floorplan.png
Bar = 50 um. Pins as bars on the die edge. Tap cells in gray.
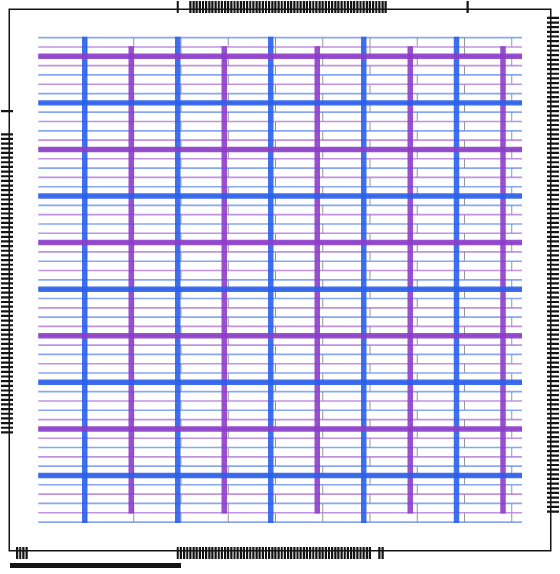
class_map.png
Bar = 50 um.
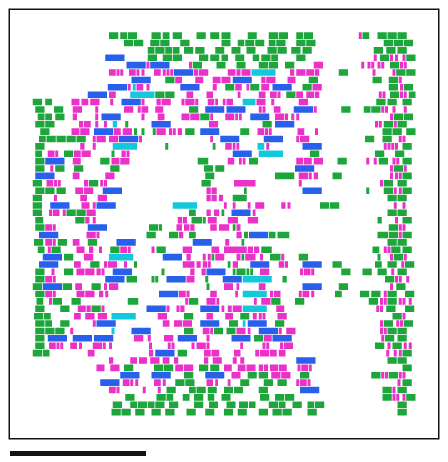
clock_wires.png
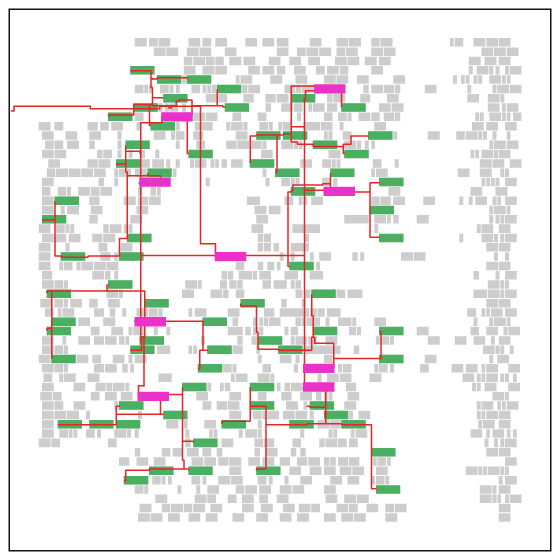
layers.png
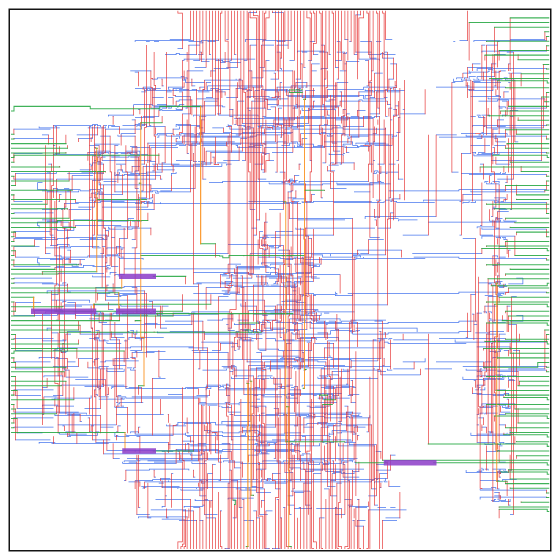
congestion_map.png
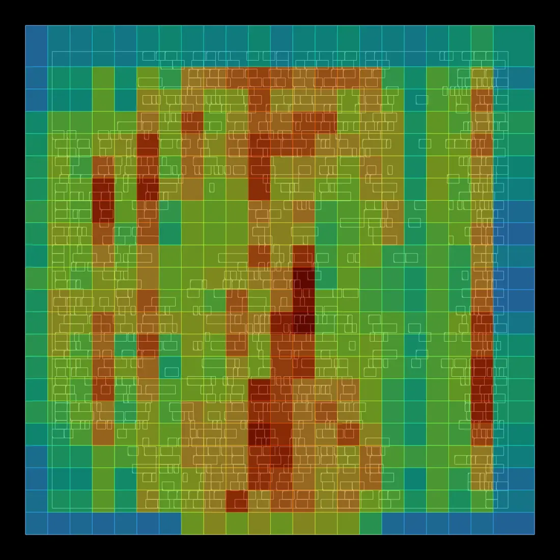
`src/rtl/dmem_arbiter.sv`:
```
// Shares one word-organised data memory between the pipeline MEM stage (C) and a debug/loader master (D), adding byte-enable writes through a two-cycle read-modify-write.
// Latency: reads, full writes and empty writes take one cycle; partial writes take two. D read data arrives one cycle after d_gnt.
// Backpressure: C stalls while its request is not accepted. D is held until d_gnt, and gains priority after MAX_WAIT cycles of waiting.
module dmem_arbiter #(
  parameter int MAX_WAIT = 4,
  parameter int WAIT_W   = 4
) (
  input  logic        clk,
  input  logic        rst,
  input  logic        c_req,
  input  logic        c_we,
  input  logic [31:0] c_addr,
  input  logic [31:0] c_wdata,
  input  logic [3:0]  c_be,
  output logic        c_stall,
  output logic [31:0] c_rdata,
  input  logic        d_req,
  input  logic        d_we,
  input  logic [31:0] d_addr,
  input  logic [31:0] d_wdata,
  input  logic [3:0]  d_be,
  output logic        d_gnt,
  output logic [31:0] d_rdata,
  output logic        d_rvalid,
  output logic        mem_we,
  output logic [31:0] mem_A,
  output logic [31:0] mem_WD,
  input  logic [31:0] mem_RD
);

  localparam logic [0:0] S_IDLE   = 1'b0;
  localparam logic [0:0] S_RMW_WR = 1'b1;
  localparam logic [WAIT_W-1:0] L_MAX_WAIT = WAIT_W'(MAX_WAIT);

  logic [0:0]        r_state;
  logic              r_owner_d;    // 1 when D owns the RMW in progress
  logic [31:0]       r_merge;
  logic [WAIT_W-1:0] r_wait_cnt;
  logic [31:0]       r_d_rdata;
  logic              r_d_rvalid;

  logic        w_d_win;
  logic        w_c_win;
  logic        w_sel_d;
  logic        w_we;
  logic [31:0] w_addr;
  logic [31:0] w_wdata;
  logic [3:0]  w_be;
  logic        w_partial;
  logic        w_accept;
  logic        w_start_rmw;
  logic        w_mem_we;
  logic        w_c_accept;
  logic        w_d_accept;
  logic [31:0] w_merge_nxt;

  // Byte offset bits never reach the word-organised memory; lanes come from be.
  logic w_unused;
  assign w_unused = &{1'b0, c_addr[1:0], d_addr[1:0]};

  // Arbitration and per-cycle operation decode; RMW_WR locks the owner.
  always_comb begin
    w_d_win     = d_req && (!c_req || (r_wait_cnt >= L_MAX_WAIT));
    w_c_win     = c_req && !w_d_win;
    w_sel_d     = (r_state == S_RMW_WR) ? r_owner_d : w_d_win;
    w_we        = w_sel_d ? d_we    : c_we;
    w_addr      = w_sel_d ? d_addr  : c_addr;
    w_wdata     = w_sel_d ? d_wdata : c_wdata;
    w_be        = w_sel_d ? d_be    : c_be;
    w_partial   = w_we && (w_be != 4'hF) && (w_be != 4'h0);
    w_accept    = 1'b0;
    w_start_rmw = 1'b0;
    w_mem_we    = 1'b0;
    if (rst) begin
      if (r_state == S_RMW_WR) begin
        w_mem_we = 1'b1;
        w_accept = 1'b1;
      end else if (w_d_win || w_c_win) begin
        if (w_partial) begin
          w_start_rmw = 1'b1;
        end else begin
          w_accept = 1'b1;
          w_mem_we = w_we && (w_be == 4'hF);
        end
      end
    end
    w_c_accept = w_accept && !w_sel_d;
    w_d_accept = w_accept && w_sel_d;
  end

  // Merge new write lanes over the word read in the first RMW cycle.
  always_comb begin
    w_merge_nxt = 32'h0;
    for (int i = 0; i < 4; i++) begin
      w_merge_nxt[8*i +: 8] = w_be[i] ? w_wdata[8*i +: 8] : mem_RD[8*i +: 8];
    end
  end

  assign mem_we  = w_mem_we;
  assign mem_A   = {w_addr[31:2], 2'b00};
  assign mem_WD  = (r_state == S_RMW_WR) ? r_merge : w_wdata;
  assign c_stall = c_req && !w_c_accept;
  assign c_rdata = mem_RD;
  assign d_gnt   = w_d_accept;
  assign d_rdata = r_d_rdata;
  assign d_rvalid = r_d_rvalid;

  // FSM: enter RMW_WR on a partial write, always return to IDLE after one cycle.
  always_ff @(posedge clk) begin
    if (!rst) begin
      r_state   <= S_IDLE;
      r_owner_d <= 1'b0;
      r_merge   <= 32'h0;
    end else if (w_start_rmw) begin
      r_state   <= S_RMW_WR;
      r_owner_d <= w_sel_d;
      r_merge   <= w_merge_nxt;
    end else if (r_state == S_RMW_WR) begin
      r_state   <= S_IDLE;
    end
  end

  // D starvation counter: counts unaccepted D request cycles, saturating.
  always_ff @(posedge clk) begin
    if (!rst) begin
      r_wait_cnt <= '0;
    end else if (!d_req || w_d_accept) begin
      r_wait_cnt <= '0;
    end else if (r_wait_cnt < L_MAX_WAIT) begin
      r_wait_cnt <= r_wait_cnt + 1'b1;
    end
  end

  // Capture D read data on the edge after a D read accept.
  always_ff @(posedge clk) begin
    if (!rst) begin
      r_d_rdata  <= 32'h0;
      r_d_rvalid <= 1'b0;
    end else begin
      r_d_rvalid <= w_d_accept && !d_we;
      if (w_d_accept && !d_we) begin
        r_d_rdata <= mem_RD;
      end
    end
  end

endmodule
```
`config.mk`:
```
export PLATFORM = sky130hd
export DESIGN_NAME = dmem_arbiter
export DESIGN_NICKNAME = d
export VERILOG_FILES = /design/src/rtl/dmem_arbiter.sv
export SDC_FILE = /design/constraint.sdc
export NUM_CORES = 1
export LEC_CHECK = 0
export ABC_AREA = 0
export CORE_MARGIN = 8
export CORE_UTILIZATION = 23
export DETAILED_ROUTE_END_ITERATION = 8
export GPL_TIMING_DRIVEN = 0
export SETUP_SLACK_MARGIN = 0.3
export SLEW_MARGIN = 20
export SYNTH_ARGS = -nofsm -noshare
export SYNTH_HDL_FRONTEND = slang
export SYNTH_SLANG_ARGS = --single-unit
```
`constraint.sdc`:
```
create_clock -name clk -period 5.28 [get_ports clk]
set_input_delay 1.32 -clock clk [delete_from_list [all_inputs] [get_ports clk]]
set_output_delay 1.32 -clock clk [all_outputs]
set_load 0.01 [all_outputs]
```
==> reports/summary.txt <==
total power - 1.915 mW
status - finished, final reports clean
Worst Path Buf+Inv - 6
Seq pwr share - 31.1%
RSZ-0062 raised after global routing - no
post-synth top area share - 30.79%
Area growth syn-to-layout - 79.95%
Non-Clock Inverter Count - 2
first-pass GRT wire length - 32,350 um
# port buffers - 298
Worst R2R End - r_merge[6]
Synth Area per Inst - 7.544 um2
DRC viols - 0
routed wire length - 22,170 um
Peak Freq - 0.2101 GHz
Die Width - 157.7 um
AO/OA Area Share - 21.71%
num tapcells - 270
I/O Pins - 306
Setup Viol. Count Final - 0
Routed Antenna Nets - 0
cell family with most CP delay - buffers and inverters
Rows - 52
crit path launch type - input pin
GRT busiest layer - met2
adder share - 0.2710%
Layout clock buffers - 13
most frequent CP cell - nand2_1
Synth flops - 71
Crit path arrival time - 3440 ps
routed wl met3 - 2398 um
Log Warnings - 30
Least-Margin Pin Slew - 922.2 ps
cell count of the worst hold path - 2
largest net degree at the start of global routing - 12
Hold Path End - d_rdata[30]
Non-Filler Instances - 1,200
Commonest Layout Cell - clkdlybuf4s50_1
Hold Startpoint - d_rdata[30]
Place WS - -334.0 ps
sequential power - 0.595 mW
maxcap violations - 0
Hold Fails Final Rpt - 0
die height - 157.7 um
die area - 24,860 um2
TNS Setup - 0 ps
vias in the first global route - 5,666
total stage count of the critical path - 10
Area after DPL - 7941 um2
-- floorplan.png (at the start) --
purple -> VDD
blue -> VSS
met4 straps = 10
signal pins = 306

-- class_map.png (at the start) --
green -> remaining buffers and delay cells  # cells 375, share of their area 44%
blue -> sequential cells  # cells 71, share of their area 18%
cyan -> clock drivers and dummy loads  # cells 16, share of their area 3.7%
magenta -> remaining logic cells  # cells 467, share of their area 35%

-- clock_wires.png (at the start) --
magenta -> clock-net drivers  # count 9
green -> flip-flops  # count 71
red -> clock wires  # length 1,110 um
routed clock nets = 10

-- layers.png (at the start) --
blue -> M1  # wire length 8,510 um
green -> M3  # wire length 2,400 um
red -> M2  # wire length 10,700 um
purple -> M5  # wire length 58.9 um
orange -> M4  # wire length 508 um

-- congestion_map.png (at the start) --
Total GRT Usage: 17.15%
Final Util: 41.59%
met3 usage: 6.252%
GR met2 Demand/Resource: 30.55%

Power and IR drop assume default switching activity.
